--- config.mk ---
export PLATFORM = sky130hd
export DESIGN_NAME = prefix_tree_subtractor_flat
export DESIGN_NICKNAME = d
export VERILOG_FILES = /design/src/rtl/prefix_tree_subtractor_if.sv /design/src/rtl/prefix_tree_subtractor.sv /design/src/flat_wrapper.sv
export SDC_FILE = /design/constraint.sdc
export NUM_CORES = 1
export LEC_CHECK = 0
export CAP_MARGIN = 30
export CELL_PAD_IN_SITES_DETAIL_PLACEMENT = 0
export CELL_PAD_IN_SITES_GLOBAL_PLACEMENT = 1
export CORE_MARGIN = 1
export CORE_UTILIZATION = 38
export CTS_BUF_LIST = sky130_fd_sc_hd__clkbuf_16
export DETAILED_ROUTE_END_ITERATION = 6
export HOLD_SLACK_MARGIN = 0.1
export PLACE_DENSITY_LB_ADDON = 0.1
export RECOVER_POWER = 25
export SYNTH_ARGS = -nofsm -noshare
export SYNTH_HDL_FRONTEND = slang
export SYNTH_SLANG_ARGS = --single-unit
--- constraint.sdc ---
create_clock -name clk -period 2.2 [get_ports clk]
set_clock_uncertainty 0.1 [all_clocks]
set_input_delay 0.22 -clock clk [delete_from_list [all_inputs] [get_ports clk]]
set_output_delay 0.22 -clock clk [all_outputs]
set_load 0.01 [all_outputs]
--- src/rtl/prefix_tree_subtractor_if.sv ---
// Operand/result handshake bundle for the pipelined prefix-tree subtractor.
interface prefix_tree_subtractor_if #(
  parameter int WIDTH = 8
);
  logic             in_valid;
  logic             in_ready;
  logic [WIDTH-1:0] a;
  logic [WIDTH-1:0] b;
  logic             bin;
  logic             out_valid;
  logic             out_ready;
  logic [WIDTH-1:0] diff;
  logic             bout;
  logic             zero;

  modport master (
    output in_valid, a, b, bin, out_ready,
    input  in_ready, out_valid, diff, bout, zero
  );

  modport slave (
    input  in_valid, a, b, bin, out_ready,
    output in_ready, out_valid, diff, bout, zero
  );
endinterface

--- src/rtl/prefix_tree_subtractor.sv ---
// Pipelined a - b - bin computed as a + ~b + ~bin through a generate/propagate
// prefix tree, one register stage per prefix level, global-stall flow control.

module prefix_tree_subtractor_cell (
  input  logic i_g,
  input  logic i_p,
  input  logic i_gs,
  input  logic i_ps,
  output logic o_g,
  output logic o_p
);
  assign o_g = i_g | (i_gs & i_p);
  assign o_p = i_p & i_ps;
endmodule

module prefix_tree_subtractor #(
  parameter int WIDTH = 8
) (
  input  logic                     clk,
  input  logic                     rst,
  prefix_tree_subtractor_if.slave  bus
);

  function automatic int clogb2(input int x);
    int n;
    n = 0;
    for (int i = 0; i < 32; i++)
      if ((x >> i) != 0) n = i + 1;
    return n;
  endfunction

  // WIDTH >= 1 guarantees at least two levels, so stages 1..DEPTH-1 always exist.
  localparam int DEPTH = clogb2(WIDTH + 1);

  logic [WIDTH:0]   w_g0, w_p0;
  logic [WIDTH:0]   w_gi [1:DEPTH];
  logic [WIDTH:0]   w_pi [1:DEPTH];
  logic [WIDTH:0]   w_go [1:DEPTH];
  logic [WIDTH:0]   w_po [1:DEPTH];
  logic [WIDTH-1:0] w_diff;
  logic             w_stall;
  logic             w_unused;

  logic [WIDTH:0]   r_g  [1:DEPTH-1];
  logic [WIDTH:0]   r_p  [1:DEPTH-1];
  logic [WIDTH-1:0] r_p0 [1:DEPTH-1];
  logic [DEPTH:1]   r_vld_pipe;
  logic [WIDTH-1:0] r_diff;
  logic             r_bout;
  logic             r_zero;

  // Index 0 carries the inverted borrow as carry-in; bits 1..WIDTH see ~b.
  always_comb begin
    w_g0    = '0;
    w_p0    = '0;
    w_g0[0] = ~bus.bin;
    for (int i = 1; i <= WIDTH; i++) begin
      w_g0[i] = bus.a[i-1] & ~bus.b[i-1];
      w_p0[i] = bus.a[i-1] ^ ~bus.b[i-1];
    end
  end

  assign w_gi[1] = w_g0;
  assign w_pi[1] = w_p0;

  for (genvar l = 2; l <= DEPTH; l++) begin : g_lin
    assign w_gi[l] = r_g[l-1];
    assign w_pi[l] = r_p[l-1];
  end

  for (genvar l = 1; l <= DEPTH; l++) begin : g_lvl
    for (genvar j = 0; j <= WIDTH; j++) begin : g_bit
      if (((j >> (l - 1)) & 1) == 1) begin : g_cell
        localparam int SRC = j - (j % (1 << (l - 1))) - 1;
        prefix_tree_subtractor_cell u_cell (
          .i_g  (w_gi[l][j]),
          .i_p  (w_pi[l][j]),
          .i_gs (w_gi[l][SRC]),
          .i_ps (w_pi[l][SRC]),
          .o_g  (w_go[l][j]),
          .o_p  (w_po[l][j])
        );
      end else begin : g_pass
        assign w_go[l][j] = w_gi[l][j];
        assign w_po[l][j] = w_pi[l][j];
      end
    end
  end

  // Final group-generate is the carry into each bit; the last level's propagate is dead.
  assign w_diff   = r_p0[DEPTH-1] ^ w_go[DEPTH][WIDTH-1:0];
  assign w_unused = ^w_po[DEPTH];

  assign w_stall       = r_vld_pipe[DEPTH] & ~bus.out_ready;
  assign bus.in_ready  = ~w_stall;
  assign bus.out_valid = r_vld_pipe[DEPTH];
  assign bus.diff      = r_diff;
  assign bus.bout      = r_bout;
  assign bus.zero      = r_zero;

  always_ff @(posedge clk or posedge rst) begin
    if (rst) begin
      r_vld_pipe <= '0;
      for (int l = 1; l < DEPTH; l++) begin
        r_g[l]  <= '0;
        r_p[l]  <= '0;
        r_p0[l] <= '0;
      end
      r_diff <= '0;
      r_bout <= 1'b0;
      r_zero <= 1'b0;
    end else if (!w_stall) begin
      r_vld_pipe <= {r_vld_pipe[DEPTH-1:1], bus.in_valid};
      for (int l = 1; l < DEPTH; l++) begin
        r_g[l] <= w_go[l];
        r_p[l] <= w_po[l];
      end
      r_p0[1] <= w_p0[WIDTH:1];
      for (int l = 2; l < DEPTH; l++)
        r_p0[l] <= r_p0[l-1];
      r_diff <= w_diff;
      r_bout <= ~w_go[DEPTH][WIDTH];
      r_zero <= ~|w_diff;
    end
  end

endmodule

--- src/flat_wrapper.sv ---
// flat-port wrapper written by rule: the top's interface ports become plain ports
module prefix_tree_subtractor_flat 
#(
  parameter int WIDTH = 8
)
  (clk, rst, bus_in_valid, bus_a, bus_b, bus_bin, bus_out_ready, bus_in_ready, bus_out_valid, bus_diff, bus_bout, bus_zero);
  prefix_tree_subtractor_if #(.WIDTH(WIDTH)) bus_i ();
  input  logic clk;
  input  logic rst;
  input wire logic [$bits(bus_i.in_valid)-1:0] bus_in_valid;
  input wire logic [$bits(bus_i.a)-1:0] bus_a;
  input wire logic [$bits(bus_i.b)-1:0] bus_b;
  input wire logic [$bits(bus_i.bin)-1:0] bus_bin;
  input wire logic [$bits(bus_i.out_ready)-1:0] bus_out_ready;
  output wire logic [$bits(bus_i.in_ready)-1:0] bus_in_ready;
  output wire logic [$bits(bus_i.out_valid)-1:0] bus_out_valid;
  output wire logic [$bits(bus_i.diff)-1:0] bus_diff;
  output wire logic [$bits(bus_i.bout)-1:0] bus_bout;
  output wire logic [$bits(bus_i.zero)-1:0] bus_zero;
  assign bus_i.in_valid = bus_in_valid;
  assign bus_i.a = bus_a;
  assign bus_i.b = bus_b;
  assign bus_i.bin = bus_bin;
  assign bus_i.out_ready = bus_out_ready;
  assign bus_in_ready = bus_i.in_ready;
  assign bus_out_valid = bus_i.out_valid;
  assign bus_diff = bus_i.diff;
  assign bus_bout = bus_i.bout;
  assign bus_zero = bus_i.zero;
  prefix_tree_subtractor #(.WIDTH(WIDTH)) u_core (.clk(clk), .rst(rst), .bus(bus_i));
endmodule
**Run 1: metal layers overlaid**

Drawn at 6 px/um. Only two layers are drawn.
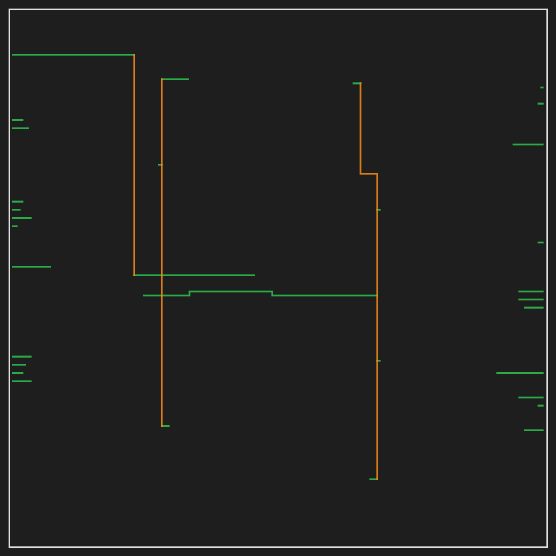
- met4: orange (wire length 163 um)
- met3: green (wire length 148 um)
total global-route track usage: 14.9%
total detailed-routing wirelength: 5.04 mm
via count: 2010
per-cell routed wire length: 11.1 um

**Run 1: a small window of the routed layout**

Region (57, 57) to (77, 77) um. Cells in grey, sequential cells in the stronger grey; small squares are vias.
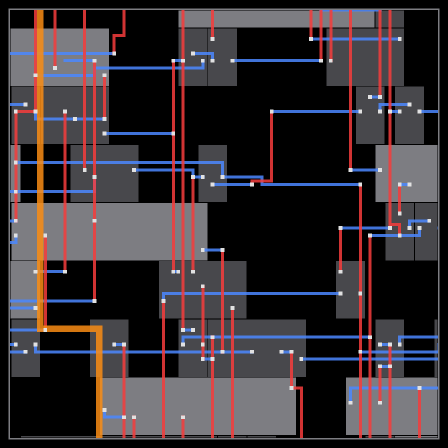
- met1: blue
- met4: orange
- met2: red
- sequential cells in the window: 3
- cells with their middle in the window: 21
- most frequent: nor2_1 (8), nand2_1 (4), dfrtp_1 (3)
- netlist names of flops here include: u_core.r_p0 (2), u_core.r_g (1)

**Run 1: metal 2**

Drawn at 4 px/um.
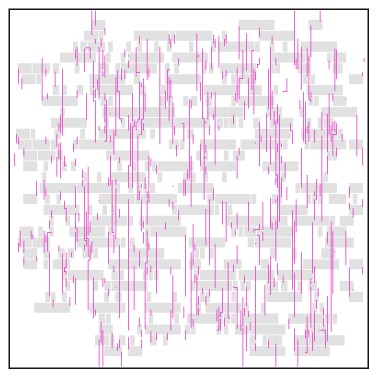
- main direction: vertical
- wire length on this layer: 2120 um
- nets with wire on the layer: 265
met2 layer usage reported by global route: 22.0%

==> results.txt, run 1 <==
Physical implementation.

- The critical path crosses 3 cells after its start point.
- The count of buffers from port buffering is 32.
- The inserted tap cell count is 99.
- The slew at the pin with the worst max-slew slack is 0.962 ns.
- Per the log, the first TritonRoute iteration ended with a DRC count of between 80 and 90.
- Sorting the synthesized cells by area gives the leading types as sky130_fd_sc_hd__dfrtp_1 61%, sky130_fd_sc_hd__nand2_1 20%, sky130_fd_sc_hd__ha_1 3.9%.
- The die covers between 7000 and 8000 um^2.
- At the later pin of the worst-skew pair, clock insertion delay measures between 0.3 and 0.4 ns.
- The total power divided by cell area is 1320 nW/um^2.
- The endpoint of the lowest-slack register-to-register path is u_core.bus.zero$_DFFE_PP0N_.
- Switching power as a fraction of the total was reported as ~32%.
- In this run the number of H-tree levels came out at 3.
- Per the CTS log, the buffer count on the longest clock path is 2.
- Synthesis produced a netlist with a net count of roughly 350.
- The critical path class is flip-flop to output pin.
- The flow ran to the end, and the final reports show no timing, DRC or antenna violations.
- In this run the critical path is formed by nor2b_4, inv_2, clkdlybuf4s50_1.
- Leaving out the clock tree, the finished layout contains a buffer count of 35.
- Summed over all nets, wire length on met3 after detailed routing comes to between 100 and 150 um.
- The analysis attributes to net switching a power of ~0.0015 W.
- Looking at the power breakdown, the clock network takes 26.4% of the total.
- The worst hold path was traced through 3 stages.
- For the worst min-delay path, the startpoint reported by OpenROAD is bus_in_valid.
- 33 I/O pins were placed.
- The area overhead of the layout relative to synthesis is 23.9%.
- The routability congestion estimate from global placement is 0.694.
- Registers take roughly 1800 um^2.
- The final critical path takes up 83.0% of the cycle.
- Looking at the hold checks, the worst path lands on u_core.r_vld_pipe[1]$_DFFE_PP0N_.
- Per the layout report, the design carries 724 filler cells.
- The total overflow left after global routing is 0.
- The post-synthesis cell area is 2900 um^2.
- The cell class ranked first by area is sequential cells.
- The synthesized-area fraction occupied by adder cells is 3.88%.
- In this run the remaining antenna-violating nets after routing total 0.
- The via count of the first global-routing pass is 1942.
- For this run, the detailed router's first-pass iteration total came to 4.
- The hold violation total from the final report is 0.
- The met3 capacity usage during global routing is under 10%.
- Summed over all nets, wire length on met2 after detailed routing comes to 2.12 mm.
- Combinational power for this build is approximately 0.0014 W.
- For reference, the top logic cell family by area is simple AND/OR/NAND/NOR gates.
- The count of buffering cells on the critical path with inverters included is 2.
- The launching point of the worst reg2reg path is u_core.r_p0[7]$_DFFE_PP0N_.
- The design draws 0.00473 W.
- TritonCTS built the clock tree.
- The worst setup path is launched from a flip-flop.
- Setup repair after global routing left no endpoint under its margin.
- The layout has 9 clock buffers.
- The headroom to the max-slew limit is a little over a third.
- The report puts the cell count of the worst reg-to-reg path at 3.
- The top cell family by delay on the critical path is buffers and inverters.
- For reference, the post-synthesis area per instance comes to 9.07 um^2.
- The worst slack at placement is 0.405 ns.
- The row count is 31.
- The last element of the critical path is bus_in_ready.
- In the synthesized netlist the async set-or-reset flop fraction comes to 100%.
- The number of flip-flops under the largest register name is 27.
- The global router reports that the layer with the highest usage is met2.
- Entering global routing, the biggest net connects 80 pins.
- After layout, the inverter instance count without clock inverters stands at 11.
- The first-pass GRT wire length is between 8 and 9 mm.
- Of the synthesized area, sequential elements account for 61.2%.
- In the post-synthesis netlist, the cell with the most instances is sky130_fd_sc_hd__nand2_1.
- The height of the chip is 89.4 um.
- Data arrives at the worst endpoint at 1.51 ns.
- The fraction of cell area in sequential cells is reported as between 40 and 50%.
- The maximum vdd drop is 0.000527 V.
- The routed via count divided by cell count is 4.42.
- The biggest power consumer among the groups is registers.
- The netlist uses 20 different library cells.
- ~220 cells are multi-input combinational gates.
- The met1 layer wirelength in the final routing is 2.61 mm.
- The part of the power in registers is 45.2%.
**Run 1: clock wiring as the flow saved it**

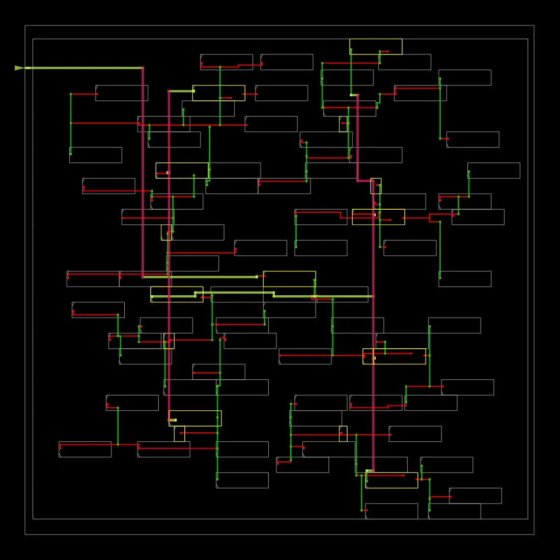

==> inputs of run 2 (changes only) <==
CORE_UTILIZATION = 42   (was 38)
clock period = 1.7 ns   (was 2.2 ns; I/O delays follow)
**Run 2: clock wiring as the flow saved it**

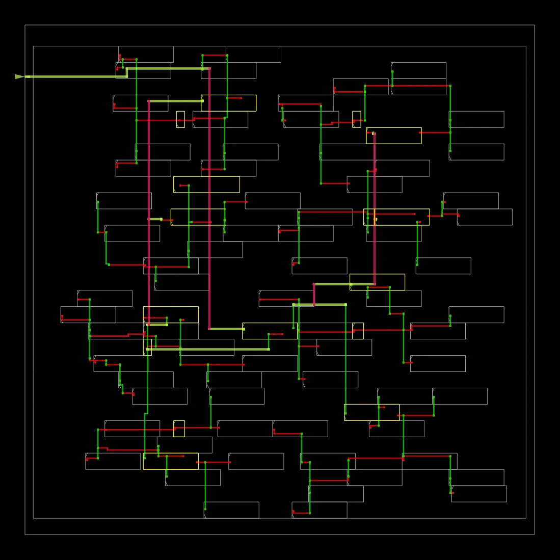
clock tree buffer count of the final layout: 9
registers: 71
number of CTS-inserted buffers: 9
power in the clock group: 0.00174 W
insertion delay of the later-clocked pin in the worst-skew pair: 0.32 ns

**Run 2: a small window of the routed layout**

Region (54, 54) to (74, 74) um. Cells in grey, sequential cells in the stronger grey; small squares are vias.
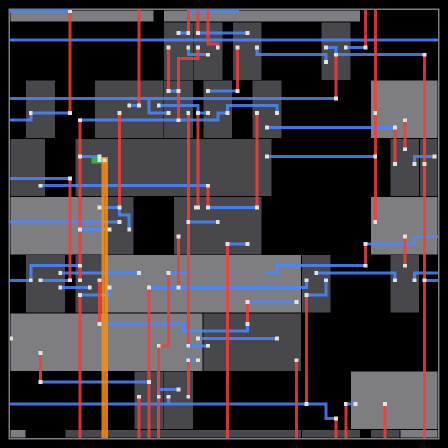
- met1: blue
- met2: red
- met4: orange
- met3: green
- netlist names of flops here include: u_core.r_g (1), u_core.r_p0 (1)
- sequential cells in the window: 2
- most frequent: nor2_1 (8), nand2_1 (7)
- cells with their middle in the window: 24

==> run 2 against run 1 <==
Sequential share of layout area down 0.64 points. Worst setup slack worse by 0.27 ns. Clock power up 39%. Global-route usage up 1.2 points. Register-to-register slack worse by 0.51 ns. Worst hold slack worse by 0.050 ns. Via count up 3.1%. Synthesized cell count unchanged. Largest power group unchanged.
==> results.txt, run 2 <==
Physical implementation.

- The row count is 29.
- The path with the worst hold slack has its endpoint at u_core.r_vld_pipe[1]$_DFFE_PP0N_.
- The area overhead of the layout relative to synthesis is 25.5%.
- Per the OpenROAD floorplan log, the height of the die is 85.1 um.
- The headroom to the max-slew limit is 74.9%.
- The total power divided by cell area is 1720 nW/um^2.
- 0 antenna diodes ended up in the layout.
- The detailed router reports a met2 wire length of 2.07 mm.
- The maximum clock rate is 629 MHz.
- The synthesized-area fraction occupied by adder cells is 3.88%.
- The overall die size recorded for this design is 7250 um^2.
- The arrival time reported for the critical path endpoint is ~1.7 ns.
- The layout buffer count excluding clock buffers is 39.
- The total design power is between 0.006 and 0.007 W.
- The share of async-settable or async-resettable flops after synthesis is 100%.
- The total combinational power is 0.00175 W.
- For this run, global-route usage on met2 was measured as 23.7%.
- The first detailed-routing pass took 4 iterations.
- The number of signal-net inverters in the final layout is 11.
- The main area contributors are sky130_fd_sc_hd__dfrtp_1 61%, sky130_fd_sc_hd__nand2_1 20%, sky130_fd_sc_hd__ha_1 3.9%.
- The number of flip-flops under the largest register name is 27.
- The largest net degree at the start of global routing is 53.
- The first global-routing pass estimated 8.89 mm of wire.
- The dominant power group in this design is registers.
- The run finished with clean final reports.
- The total of fill cells in the finished design is a little over 600.
- On the critical path the largest part of the delay comes from simple AND/OR/NAND/NOR gates.
- The remaining antenna violation count after routing is 0.
- The cell depth of the worst hold path is 3.
- For reference, the top logic cell family by area is simple AND/OR/NAND/NOR gates.
- The post-synth net total is 350.
- The count of buffers from port buffering is 32.
- The routed layout reports a DRC error count of 0.
- The overall overflow remaining after global route is 0.
- The critical path crosses 3 cells after its start point.
- According to the cell report, the number of logic gates is 223.
- The number of DRC markers after the initial detailed-route iteration is just under 90.
- TritonCTS built the clock tree.
- The share of the clock period used by the worst path is 93.6%.
- The layout report lists the combined flip-flop and latch area as 1780 um^2.
- In this run the worst setup path terminates at u_core.bus.zero$_DFFE_PP0N_.
- Looking at the clock tree report, the maximum root-to-sink buffer count equals 2.
- Sequential cells make up about half of the cell area.
- The clock transition at the registers of the reported paths is around 0.05 ns.
- Looking at the max-slew report, the worst-margin pin has a slew of 0.376 ns.
- The maximum single-stage delay on the critical path is 0.54 ns.
- STA classifies the critical path endpoint as a flip-flop.
- After detailed routing, the wire length on met1 is 2.51 mm.
- The routability congestion estimate from global placement is 0.691.
- The netlist uses 20 different library cells.
- The share of the synthesized netlist area taken by xor and xnor gates is 2.11%.
- Setup repair after global routing left no endpoint under its margin.
- The synthesis report names the predominant flop master as sky130_fd_sc_hd__dfrtp_1.
- The startpoint of the tightest hold check path is bus_in_valid.
- The worst register-to-register path has a depth of 3.
- The design received a total of between 70 and 80 well taps at floorplan.
- In this run the most used layer during global routing was met2.
- The worst setup path is of the flip-flop to flip-flop kind.
- The post-synthesis cell area is 2900 um^2.
- The net switching power in the latest report is 0.00196 W.
- The synthesis stats list as the most numerous cell sky130_fd_sc_hd__nand2_1.
- The average cell area after synthesis is 9.07 um^2.
- The part of the power in registers is 44.2%.
- The launching point of the worst reg2reg path is u_core.r_p0[7]$_DFFE_PP0N_.
- The share of the yosys chip area belonging to registers is 61.2%.
- Of the total synthesized cell area, the portion taken by AND, OR, NAND and NOR gates is 23.5%.
- The routed via count divided by cell count is 4.74.
- The fraction of power spent switching nets is 31.3%.
- The share of the final layout cell area in multi-input gates is about 28%.
- The share of total power in the clock network is about 28%.
- The number of top-level pins is 33.
- The cell sequence reported for the critical path is ha_1, or4_4, o31ai_2.
- For met3 alone, demand over resource in global routing was 5.93%.
- The count of buffering cells on the critical path with inverters included is 0.
- OpenSTA, run right after detailed placement, puts the worst setup slack at -0.0111 ns.
- The maximum vdd drop is around 0.00070 V.
- The fraction of layout cells with a size suffix above 1 is 6.39%.
- The number of setup violations in the final report is 0.
- Looking at the clock tree report, the H-tree level count equals 3.
- The cell class ranked first by area is sequential cells.
- STA classifies the critical path startpoint as a flip-flop.
- The via count of the first global-routing pass is 1978.
- Endpoints failing hold in the final report were tallied at 0.
- The endpoint of the lowest-slack register-to-register path is u_core.bus.zero$_DFFE_PP0N_.
- The total length of routed met3 wires is 221 um.
- The report shows a maximum critical-path fanout of 2.
**Run 2: metal layers overlaid**

Drawn at 6 px/um. Only two layers are drawn.
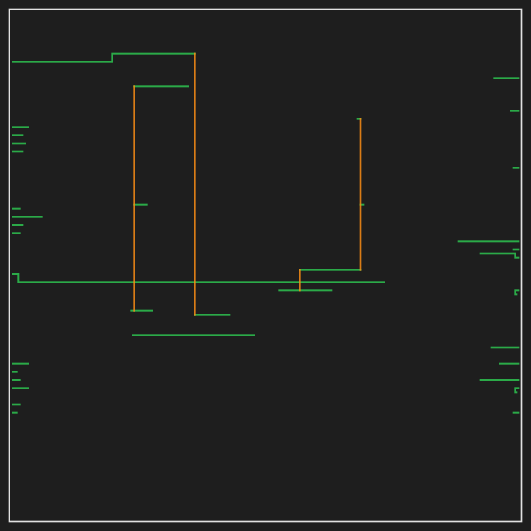
- met3: green (wire length 221 um)
- met4: orange (wire length 110 um)
total detailed-routing wirelength: 4.91 mm
via count: 2073
total global-route track usage: 16.1%
per-cell routed wire length: 11.2 um

Power is estimated from default activity; no workload was simulated.
